## config.mk

```make
export PLATFORM = sky130hd
export DESIGN_NAME = seq_gen
export DESIGN_NICKNAME = d
export VERILOG_FILES = /design/src/rtl/seq_pkg.sv /design/src/rtl/seq_gen_shift.sv /design/src/rtl/seq_gen.sv
export SDC_FILE = /design/constraint.sdc
export NUM_CORES = 1
export LEC_CHECK = 0
export CAP_MARGIN = 20
export CELL_PAD_IN_SITES_DETAIL_PLACEMENT = 2
export CELL_PAD_IN_SITES_GLOBAL_PLACEMENT = 2
export CORE_AREA = 2 2 62 64
export CTS_BUF_LIST = sky130_fd_sc_hd__clkbuf_8 sky130_fd_sc_hd__clkbuf_16
export CTS_CLUSTER_SIZE = 28
export DETAILED_ROUTE_END_ITERATION = 10
export DIE_AREA = 0 0 64 66
export GPL_ROUTABILITY_DRIVEN = 0
export PLACE_DENSITY = 0.91
export SLEW_MARGIN = 20
export SYNTH_ARGS = -nofsm -noshare
export SYNTH_HDL_FRONTEND = slang
export SYNTH_SLANG_ARGS = --single-unit
```

## constraint.sdc

```tcl
create_clock -name clk -period 2.7 [get_ports clk]
set_input_delay 0.54 -clock clk [delete_from_list [all_inputs] [get_ports clk]]
set_output_delay 0.54 -clock clk [all_outputs]
set_load 0.02 [all_outputs]
```

## src/rtl/seq_pkg.sv

```systemverilog
// Shared definitions for the serial pattern transmitter: FSM encoding and default sizing.
package seq_pkg;

  // State names carry an S_ prefix so they never collide with the GAP parameter.
  typedef enum logic [1:0] {
    S_IDLE = 2'd0,
    S_SEND = 2'd1,
    S_GAP  = 2'd2,
    S_DONE = 2'd3
  } state_t;

  localparam int DEF_WIDTH = 4;
  localparam int DEF_GAP   = 1;
  localparam int DEF_REPW  = 4;

endpackage

```

## src/rtl/seq_gen_shift.sv

```systemverilog
// Pattern shift register for seq_gen: parallel load, MSB-first left shift,
// and a saved copy of the loaded pattern so repeated frames can be resent.
module seq_shift
  import seq_pkg::*;
#(
  parameter int WIDTH = DEF_WIDTH
) (
  input  logic             clk,
  input  logic             reset,
  input  logic             load,
  input  logic [WIDTH-1:0] data,
  input  logic             shift,
  input  logic             reload,
  output logic             msb
);

  logic [WIDTH-1:0] shreg;
  logic [WIDTH-1:0] saved;

  // A new load always wins; a reload restores the pattern captured at the last load.
  always_ff @(posedge clk or negedge reset) begin
    if (!reset) begin
      shreg <= '0;
      saved <= '0;
    end else if (load) begin
      shreg <= data;
      saved <= data;
    end else if (reload) begin
      shreg <= saved;
    end else if (shift) begin
      shreg <= {shreg[WIDTH-2:0], 1'b0};
    end
  end

  assign msb = shreg[WIDTH-1];

endmodule

```

## src/rtl/seq_gen.sv

```systemverilog
// Serial bit-pattern transmitter: takes a pattern and repeat count over a
// valid/ready handshake and sends it MSB-first with GAP idle cycles between frames.
module seq_gen
  import seq_pkg::*;
#(
  parameter int WIDTH = DEF_WIDTH,
  parameter int GAP   = DEF_GAP,
  parameter int REPW  = DEF_REPW
) (
  input  logic             clk,
  input  logic             reset,
  input  logic             load_valid,
  output logic             load_ready,
  input  logic [WIDTH-1:0] load_data,
  input  logic [REPW-1:0]  repeat_cnt,
  output logic             x,
  output logic             x_valid,
  output logic             busy,
  output logic             done
);

  localparam int              CNTW     = $clog2(WIDTH);
  localparam logic [CNTW-1:0] LAST_BIT = CNTW'(WIDTH - 1);
  localparam logic [3:0]      GAP_LOAD = (GAP == 0) ? 4'd0 : 4'(GAP - 1);

  state_t          state, state_next;
  logic [CNTW-1:0] bit_cnt, bit_next;
  logic [REPW-1:0] rep_cnt, rep_next;
  logic [3:0]      gap_cnt, gap_next;
  logic            fire, do_shift, do_reload, msb;

  assign fire = load_valid && (state == S_IDLE);

  seq_shift #(.WIDTH(WIDTH)) u_shift (
    .clk    (clk),
    .reset  (reset),
    .load   (fire),
    .data   (load_data),
    .shift  (do_shift),
    .reload (do_reload),
    .msb    (msb)
  );

  always_ff @(posedge clk or negedge reset) begin
    if (!reset) begin
      state   <= S_IDLE;
      bit_cnt <= '0;
      rep_cnt <= '0;
      gap_cnt <= '0;
    end else begin
      state   <= state_next;
      bit_cnt <= bit_next;
      rep_cnt <= rep_next;
      gap_cnt <= gap_next;
    end
  end

  // The last bit of a frame either reloads the pattern for another repetition or ends the transfer.
  always_comb begin
    state_next = state;
    bit_next   = bit_cnt;
    rep_next   = rep_cnt;
    gap_next   = gap_cnt;
    do_shift   = 1'b0;
    do_reload  = 1'b0;
    case (state)
      S_IDLE: begin
        if (fire) begin
          state_next = S_SEND;
          bit_next   = LAST_BIT;
          rep_next   = repeat_cnt;
        end
      end
      S_SEND: begin
        if (bit_cnt != '0) begin
          do_shift = 1'b1;
          bit_next = bit_cnt - CNTW'(1);
        end else if (rep_cnt != '0) begin
          do_reload  = 1'b1;
          rep_next   = rep_cnt - REPW'(1);
          bit_next   = LAST_BIT;
          gap_next   = GAP_LOAD;
          state_next = (GAP == 0) ? S_SEND : S_GAP;
        end else begin
          state_next = S_DONE;
        end
      end
      S_GAP: begin
        if (gap_cnt != '0) gap_next = gap_cnt - 4'd1;
        else               state_next = S_SEND;
      end
      S_DONE:  state_next = S_IDLE;
      default: state_next = S_IDLE;
    endcase
  end

  assign load_ready = (state == S_IDLE);
  assign x_valid    = (state == S_SEND);
  assign x          = x_valid & msb;
  assign busy       = (state == S_SEND) || (state == S_GAP);
  assign done       = (state == S_DONE);

endmodule

```

==> images/final_congestion.png <==
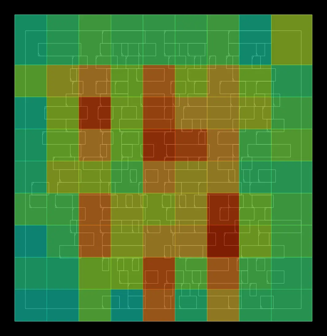
GRT Resource Usage Total: 19.45%
fin util: 44.54%
met3 usage: 3.748%

==> images/met3.png <==
Scale: 4 px per um. Cells faint in the background.
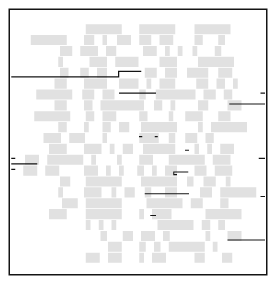
longest straight run: 26.7 um
wire length on this layer: 88.7 um

==> images/metal_stack.png <==
Scale: 4 px per um.
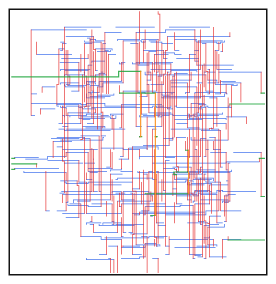
| layer | color | wire length |
|---|---|---|
| met4 | orange | 57.8 um |
| met2 | red | 1850 um |
| met1 | blue | 1630 um |
| met3 | green | 88.7 um |

==> images/clock_map.png <==
Scale: 6 px per um.
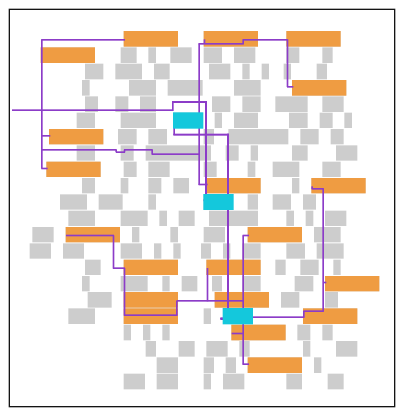
[flip-flops] orange | count: 20
[clock wires] purple | length: 322 um
[cells driving clock nets] cyan | count: 3
flops lie: all over the die

==> results.yml <==
# flow metrics
die:
  die_y_um: 66
  io_pins: 16
  dieArea_mm2: 0.004224
  coreArea_mm2: 0.003551
  fp_util_pct: 37.10
  rows: 22
  die_w_um: 64
logic_synthesis:
  ys_cells: 129
  topCellsByArea: "dfrtp_1 38%, ha_1 8.5%, inv_1 3.7%"
  avgSynthCellArea_um2: 10.21
  top_cell: "dfrtp_1"
  mux_share_pct: 4.938
  postSynthCellCount: 129
  ys_seq_share_pct: 37.99
  netlist_logic_family_top: "simple AND/OR/NAND/NOR gates"
  aoi_share_pct: 20.42
  synth_chip_area_mm2: 0.001318
  largest_area_cell: "dfrtp_1"
  ys_types: 45
  netlist_area_mm2: 0.001318
  synth.cellmix.simpleShare_pct: 20.80
  synth_nets: 149
min_path:
  whs_path_depth: 2
  hold_class: "flip-flop to flip-flop"
  holdPathEnd: "u_shift.saved[1]"
  worstHoldStart: "u_shift.saved[1]"
finish:
  area_delta_synth_final_pct: 20.04
  fillers: 365
  lay_top_count: "dfrtp_1"
  layout_top_cells: "20 x dfrtp_1, 15 x clkdlybuf4s50_1, 13 x inv_1, 13 x nand2_1, 9 x ha_1"
  drive_above_1_share_pct: 13.01
power_and_ir_drop:
  p_leak_nw: 0.7241
  peakVddDrop_mv: 0.5667
  sw_frac_of_total_pct: 42.48
  seq_power_share_pct: 27.3
  power_frac_clock_pct: 17.1
timing:
  worstMarginPinSlew_ns: 0.6977
  timing.final.crit_share_pct: 85.66
  finalHoldViolCount: 0
  finalMaxSlewViolations: 0
  holdWs_ns: 0.4868
  worst_slack_ns: 0.3871
worst_setup_path:
  path_max_fanout: 4
  r2r-start: "state[1]"
  worst-path-buf-inv: 2
  end_kind: "primary output"
  worst_r2r_path_depth: 6
  timing.rr.end: "bit_cnt[1]"
  crit_arrival_ns: 1.77
drt:
  wl_um: 3623
  ant_nets: 0
  num_vias: 1096
global_route:
  antenna_found_initial: 0
  overflow: 0
  grt_pass1_wl_um: 6244
clock_network:
  clock_sinks: 20
  cts_hold_buf: 0
  path_clk_slew_ns: 0.08
  insertion_delay_ns: 0.27
  cts_made_buffers: 3
  post_cts_buffers: 0
  cts_resized: 0
  cts_root_buf: "clkbuf_8"
placed_design:
  place_ws_ns: 0.4516
  place_area_mm2: 0.001510
  dp_hpwl_um: 2636
flow_run:
  warnings: 31
run_status:
  outcome: "finished, final reports clean"
## through the flow
step                util, %  cells  power (mW)
CTS                   44.54    194       1.817
global route          44.54    194       1.936
finish                44.54    194       1.800
floorplan                 -    129       1.203
detailed placement    42.53    190       1.484
global placement      42.53    190       1.411
## registers in the layout, indices dropped and copies added, names as in the netlist
signal	flops
u_shift.saved	4
gap_cnt	4
bit_cnt	2
state	2
u_shift.shreg	4
rep_cnt	4
## how the worst max path moves through the flow
stage | start | end | slack (ns) | cells after the start
6_report | state[1] | x | 0.39 | 4
5_1_grt | state[1] | bit_cnt[1] | 0.25 | 6
4_1_cts | state[1] | x | 0.37 | 4
3_5_place_dp | state[1] | bit_cnt[1] | 0.45 | 6
3_3_place_gp | state[1] | bit_cnt[1] | 0.66 | 6
2_1_floorplan | state[1] | x | 0.74 | 5
## per-layer routing
metal | vias to the layer above | GRT usage [%] | wire [um]
li1 | 505 | - | -
met1 | 568 | 25.03 | 1627
met4 | 0 | 6.250 | 57
met3 | 7 | 3.748 | 88
met2 | 16 | 32.81 | 1849
met5 | - | 0 | 0
## kinds of logic after synthesis
| family | after synthesis |
|---|---|
| flops | 20 |
| fa+ha+maj | 9 |
| buf+inv | 19 |
| simple gates | 46 |
| mux | 5 |
| compound gates | 30 |
## power groups by stage
stage	sequential (mW)	clock, mW	combinational, mW
after floorplan	0.467	0	0.736
after global placement	0.486	0	0.925
after detailed placement	0.495	0	0.989
after CTS	0.492	0.318	1.01
after global routing	0.509	0.331	1.10
final	0.491	0.309	1.00
## layout make-up
cell class / instances / area share (%)
Clock inverter: 1 / 1.899
Multi-Input combinational cell: 90 / 45.57
Tap cell: 48 / 3.797
Inverter: 13 / 3.085
Timing Repair Buffer: 19 / 11.39
Sequential cell: 20 / 31.65
Clock buffer: 3 / 2.611
Power is estimated from default activity; no workload was simulated.
